Placed standard cells:
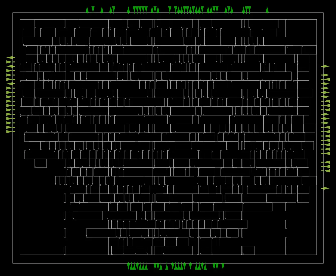
Routed metal per tile:
19 x 16 tiles, from black (low) to pale yellow (high), scaled to the fullest tile. Values are wire area over tile area, all layers added.
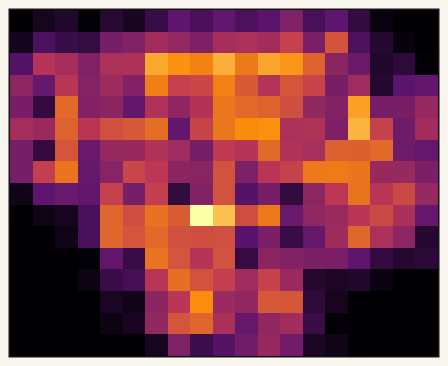
Metal 3:
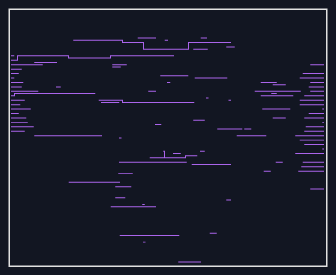
Nets reached from selected ports:
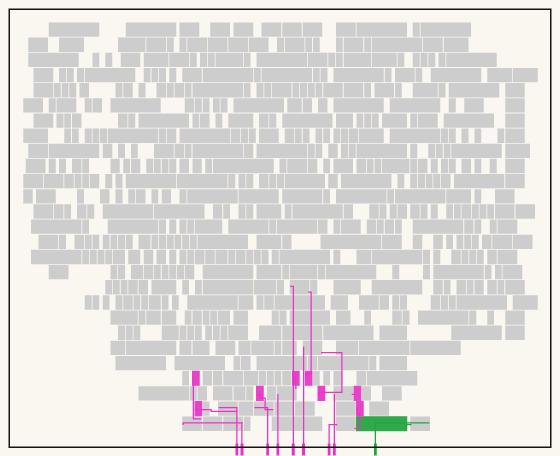
$ cat src/rtl/fb_pkg.sv
// Shared widths and FSM encoding for the frame-buffer arbiter.
package fb_pkg;
  localparam int ADDR_W = 20;
  localparam int DATA_W = 8;
  localparam int CNT_W  = 3;

  typedef enum logic [1:0] {
    IDLE    = 2'd0,
    RD      = 2'd1,
    RD_WAIT = 2'd2,
    WR      = 2'd3
  } state_e;
endpackage

$ cat src/rtl/flex_counter.sv
// Up-counter with programmable rollover; rollover_flag is registered and is
// high during the cycle in which the count equals rollover_val.
module flex_counter #(
  parameter int NUM_CNT_BITS = 3
) (
  input  logic                    clk,
  input  logic                    n_rst,
  input  logic                    clear,
  input  logic                    count_enable,
  input  logic [NUM_CNT_BITS-1:0] rollover_val,
  output logic                    rollover_flag
);
  logic [NUM_CNT_BITS-1:0] count_q, count_d;
  logic                    flag_q, flag_d;

  // Next count: clear wins, otherwise wrap to zero after reaching rollover_val
  always_comb begin
    if (clear) begin
      count_d = '0;
    end else if (count_enable) begin
      if (count_q == rollover_val) begin
        count_d = '0;
      end else begin
        count_d = count_q + NUM_CNT_BITS'(1);
      end
    end else begin
      count_d = count_q;
    end
    flag_d = (count_d == rollover_val);
  end

  // Count and flag registers
  always_ff @(posedge clk or negedge n_rst) begin
    if (!n_rst) begin
      count_q <= '0;
      flag_q  <= 1'b0;
    end else begin
      count_q <= count_d;
      flag_q  <= flag_d;
    end
  end

  assign rollover_flag = flag_q;
endmodule

$ cat src/rtl/fb_arbiter.sv
// Frame-buffer SRAM arbiter: display reads (with one-deep pending slot) take
// priority over host writes; all SRAM-side signals are registered.
module fb_arbiter
  import fb_pkg::*;
#(
  parameter int MEM_LATENCY = 2
) (
  input  logic              clk,
  input  logic              n_rst,
  input  logic              enable,
  input  logic              disp_req,
  input  logic [ADDR_W-1:0] disp_addr,
  output logic [DATA_W-1:0] disp_data,
  output logic              disp_valid,
  input  logic              host_valid,
  input  logic [ADDR_W-1:0] host_addr,
  input  logic [DATA_W-1:0] host_data,
  output logic              host_ready,
  output logic [ADDR_W-1:0] mem_addr,
  output logic [DATA_W-1:0] mem_wdata,
  input  logic [DATA_W-1:0] mem_rdata,
  output logic              mem_ren,
  output logic              mem_wen,
  output logic              underrun
);
  localparam logic [CNT_W-1:0] ROLL_VAL = CNT_W'(MEM_LATENCY);

  state_e            state_q, state_d;
  logic              pending_q, pending_d;
  logic [ADDR_W-1:0] pend_addr_q, pend_addr_d;
  logic              underrun_q, underrun_d;
  logic [ADDR_W-1:0] mem_addr_q, mem_addr_d;
  logic [DATA_W-1:0] mem_wdata_q, mem_wdata_d;
  logic [DATA_W-1:0] disp_data_q, disp_data_d;
  logic              mem_ren_q, mem_ren_d, mem_wen_q, mem_wen_d;
  logic              disp_valid_q, disp_valid_d;
  logic              ready_q, ready_d;
  logic              roll_flag_s, wait_done_s, cnt_en_s;
  logic              rd_start_s, host_xfer_s;

  // ready_q keeps host_ready low during reset and one cycle after release
  assign host_ready  = ready_q & enable & ~disp_req;
  assign host_xfer_s = host_valid & host_ready;
  assign rd_start_s  = (state_q == IDLE) & enable & (disp_req | pending_q);
  assign cnt_en_s    = (state_q == RD) | (state_q == RD_WAIT);
  assign wait_done_s = (state_q == RD_WAIT) & roll_flag_s;

  flex_counter #(.NUM_CNT_BITS(CNT_W)) u_wait_cnt (
    .clk          (clk),
    .n_rst        (n_rst),
    .clear        (~cnt_en_s),
    .count_enable (cnt_en_s),
    .rollover_val (ROLL_VAL),
    .rollover_flag(roll_flag_s)
  );

  // State register
  always_ff @(posedge clk or negedge n_rst) begin
    if (!n_rst) begin
      state_q <= IDLE;
    end else begin
      state_q <= state_d;
    end
  end

  // Next-state logic
  always_comb begin
    state_d = state_q;
    case (state_q)
      IDLE: begin
        if (rd_start_s) begin
          state_d = RD;
        end else if (host_xfer_s) begin
          state_d = WR;
        end else begin
          state_d = IDLE;
        end
      end
      RD:      state_d = RD_WAIT;
      RD_WAIT: begin
        if (wait_done_s) begin
          state_d = IDLE;
        end else begin
          state_d = RD_WAIT;
        end
      end
      WR:      state_d = IDLE;
      default: state_d = IDLE;
    endcase
  end

  // Output and bookkeeping next values
  always_comb begin
    pending_d    = pending_q;
    pend_addr_d  = pend_addr_q;
    underrun_d   = underrun_q;
    mem_addr_d   = mem_addr_q;
    mem_wdata_d  = mem_wdata_q;
    disp_data_d  = disp_data_q;
    mem_ren_d    = 1'b0;
    mem_wen_d    = 1'b0;
    disp_valid_d = 1'b0;
    if (!enable) begin
      pending_d  = 1'b0;
      underrun_d = 1'b0;
    end else if (rd_start_s) begin
      pending_d = 1'b0;
      mem_ren_d = 1'b1;
      if (pending_q) begin
        mem_addr_d = pend_addr_q;
        underrun_d = underrun_q | disp_req;
      end else begin
        mem_addr_d = disp_addr;
      end
    end else if (host_xfer_s) begin
      mem_wen_d   = 1'b1;
      mem_addr_d  = host_addr;
      mem_wdata_d = host_data;
    end else if (disp_req) begin
      // only reachable outside IDLE: park the request or drop it
      if (pending_q) begin
        underrun_d = 1'b1;
      end else begin
        pending_d   = 1'b1;
        pend_addr_d = disp_addr;
      end
    end else begin
      pending_d = pending_q;
    end
    if (wait_done_s) begin
      disp_data_d  = mem_rdata;
      disp_valid_d = 1'b1;
    end else begin
      disp_valid_d = 1'b0;
    end
    ready_d = (state_d == IDLE) & ~pending_d;
  end

  // Output and bookkeeping registers
  always_ff @(posedge clk or negedge n_rst) begin
    if (!n_rst) begin
      pending_q    <= 1'b0;
      pend_addr_q  <= '0;
      underrun_q   <= 1'b0;
      mem_addr_q   <= '0;
      mem_wdata_q  <= '0;
      disp_data_q  <= '0;
      mem_ren_q    <= 1'b0;
      mem_wen_q    <= 1'b0;
      disp_valid_q <= 1'b0;
      ready_q      <= 1'b0;
    end else begin
      pending_q    <= pending_d;
      pend_addr_q  <= pend_addr_d;
      underrun_q   <= underrun_d;
      mem_addr_q   <= mem_addr_d;
      mem_wdata_q  <= mem_wdata_d;
      disp_data_q  <= disp_data_d;
      mem_ren_q    <= mem_ren_d;
      mem_wen_q    <= mem_wen_d;
      disp_valid_q <= disp_valid_d;
      ready_q      <= ready_d;
    end
  end

  assign mem_addr   = mem_addr_q;
  assign mem_wdata  = mem_wdata_q;
  assign mem_ren    = mem_ren_q;
  assign mem_wen    = mem_wen_q;
  assign disp_data  = disp_data_q;
  assign disp_valid = disp_valid_q;
  assign underrun   = underrun_q;
endmodule

$ cat config.mk
export PLATFORM = sky130hd
export DESIGN_NAME = fb_arbiter
export DESIGN_NICKNAME = d
export VERILOG_FILES = /design/src/rtl/fb_pkg.sv /design/src/rtl/flex_counter.sv /design/src/rtl/fb_arbiter.sv
export SDC_FILE = /design/constraint.sdc
export NUM_CORES = 1
export LEC_CHECK = 0
export ABC_AREA = 1
export CORE_ASPECT_RATIO = 0.8
export CORE_MARGIN = 2
export CORE_UTILIZATION = 49
export CTS_BUF_LIST = sky130_fd_sc_hd__clkbuf_8
export DETAILED_ROUTE_END_ITERATION = 10
export PLACE_DENSITY = 0.94
export SLEW_MARGIN = 20
export SYNTH_ARGS = -nofsm -noshare
export SYNTH_HDL_FRONTEND = slang
export SYNTH_HIERARCHICAL = 1
export SYNTH_SLANG_ARGS = --single-unit
export TNS_END_PERCENT = 50
$ cat constraint.sdc
create_clock -name clk -period 1.7 [get_ports clk]
set_input_delay 0.34 -clock clk [delete_from_list [all_inputs] [get_ports clk]]
set_output_delay 0.34 -clock clk [all_outputs]
set_load 0.02 [all_outputs]
==> impl_metrics.ini <==
; physical design summary
[global_route]
grt_antenna_before_repair = 0
grt_first_pass_wirelength_um = 14930
grt-ovfl-total = 0
grt_start_max_net_pins = 41
first_global_vias = 3273

[setup_path]
r2r_cells = 10
critPathTopFamily = buffers and inverters
critPathCapture = disp_data[6]
series_of_cell_instances_along_the_critical_path = clkdlybuf4s50_1
levels_on_crit_path = 1
critPathKind = reg -> out
crit_slowest_cell = clkdlybuf4s50_1
worstPathRequired_ns = 1.36
cp_launch_point = disp_data[6]$_DFFE_PN0P_
critical_path.max_fanout = 2
max_stage_delay_ns = 0.61
cp_num_buf_inv = 1
worstReg2RegStart = state_q[1]$_DFF_PN0_
cp-start-kind = flop
reg2reg_slack_ns = 0.09
crit_arrival_ns = 1.33
r2r-end = mem_addr[14]$_DFFE_PN0P_
critical_path.endpoint_type = output port

[final_timing]
timing.final.hold_violations = 0
fin_ws_ns = 0.03276
clock.fmax_mhz = 599.8
post_layout_period_usage = 0.9807
finalClockSkew_ns = 0.01090
setup_repair_after_global_routing_missed_its_margin = false
final_max_slew_viol_count = 0
whs_ns = 0.4606
final-setup-viol-count = 0
post-route-min-period_ns = 1.667
total_neg_setup_slack_ns = 0

[yosys]
synth_warnings = 6
compound_area_frac = 0.08284
post_synth_mux_area_share = 0
flop_cell = dfrtp_1
yosys_area_um2 = 3383
ys_seq_frac = 0.5030
synthSimpleGateAreaFrac = 0.2851
synth_top_cell_by_count = nand2_1
synth_top_area_share = 0.5030
post_synth_main_area_contributors = dfrtp_1, nand2_1, o21ai_0, inv_1, nand3_1
async_reset_ff_frac = 1.000
mapped_avg_cell_area_um2 = 7.436
ys_sh_adder = 0.01849
yosys.area.top_type = dfrtp_1
synth.lib_cells_used.distinct = 19
synth.cell_area_um2 = 3383
synthCells = 455
post_synth_most_frequent_cells = nand2_1, dfrtp_1, inv_1, o21ai_0, nand3_1
synth-edff-count = 0
synth-xor-area-share = 0
ys_cells = 455
yosys_register_bits = 68
topCombFamilyByArea = simple AND/OR/NAND/NOR gates

[placement]
dpl-instance-area_um2 = 4628
gp_congestion = 0.8000
placed_wire_length_estimate_um = 6384
place_inst = 648
dpl_worst_slack_ns = -0.2244

[flow_run]
max_cap_violations = 0
total_number_of_warnings_across_the_stage_logs = 29

[clocking]
tritoncts.num_buffers = 9
clock_tree_from_tritoncts = done
clock_latency_ns = 0.35
worst_setup_hold_path_clk_slew_ns = 0.08
ctsResizeCount = 4
hold_buffers = 1
clockBufferDepth = 2
postCtsSetupBuffers = 0
cts_htree_levels = 3
clockRootBuffer = clkbuf_8
cts.sinks = 68

[power_and_ir_drop]
cell_internal_pwr_mw = 4.825
power.share.clock = 0.189
report.power.total_mw = 8.001
power_clock_mw = 1.51
seq-power_mw = 2.72
comb_pwr_mw = 3.77
share_seq_of_total_power = 0.340
p_switching_mw = 3.177
power_leakage_nw = 2.635
power.share.switching = 0.3970
p_comb_frac = 0.471
power_density_nw_per_um2 = 1625
peakVddDrop_uv = 1063
power_leader = combinational cells

[status]
outcome = complete, no violations

[final_layout]
mostFrequentLayoutCell = nand2_1
post_route_cells_drive_above_1_share = 0.08981
n_antenna_cell = 0
fin_area_um2 = 4923
finish.cell_count_without_fillers = 666
final_layout_top_logic_cells = nand2_1, clkdlybuf4s50_1, dfrtp_1
layout.nets = 640
area_delta_synth_final_pct = 45.53

[die]
initCoreUtil = 0.4982
dieWidth_um = 96.90
die_area_um2 = 7589
die-height_um = 78.32

[detailed_routing]
avgViaCountPerCell = 4.934
drcViolationCount = 0
antenna_left = 0
violation_tally_from_detailed_route_iteration_zero = 245
drt_pre_antenna_iters = 4

[hold_path]
worst_min_delay_path_class = in -> async
About 'placed standard cells':
number of well taps: 87
Floorplan Core Area: 6790 µm²
Row Count: 27
filler instances: 459
utilization of the core after routing: 0.7251

About 'routed metal per tile':
mean over tiles: 0.19
tiles over half the peak: 26%
fullest tile: 0.57
detail-routed net length per standard cell: 13.56 µm
via total after detailed routing: 3286
total global-route track usage: 0.2455

About 'metal 3':
nets with wire on the layer: 74
longest straight run: 24.6 µm
share of all routed wire: 6.9%
main direction: horizontal
drt total wl: 9033 µm
global-route met3 utilization: 0.07569

About 'nets reached from selected ports':
| colour | port | bits | direction | edge | end cells | buffers | wire |
|---|---|---|---|---|---|---|---|
| green | `mem_wen` | 1 | output | bottom | 1 | 1 | 15.2 µm |
| magenta | `host_data` | 8 | input | bottom | 8 | 8 | 165 µm |
buffers added on ports: 101
count of boundary I/O pins: 102

==> flip-flops by register name, indices dropped and copies added (netlist names) <==
signal,cells
mem_wen,1
state_q,2
u_wait_cnt/rollover_flag,1
pend_addr_q,20
disp_data,8
pending_q,1
mem_wdata,8
mem_addr,20
u_wait_cnt/count_q,3
disp_valid,1
underrun,1
ready_q,1
mem_ren,1
==> routing by layer <==
layer,share of wire,global-route usage
met1,0.39,0.2831
met2,0.51,0.4326
met3,0.069,0.07569
met4,0.025,0.09296
met5,0,0
==> layout make-up <==
cell class              count  area, µm²
clock inverters             6      86.33
multi-input cells         307       1368
well taps                  87      108.9
clock buffers              10      137.6
inverters                  69      259.0
repair buffers            119       1262
fillers                   459       1867
flip-flops and latches     68       1702
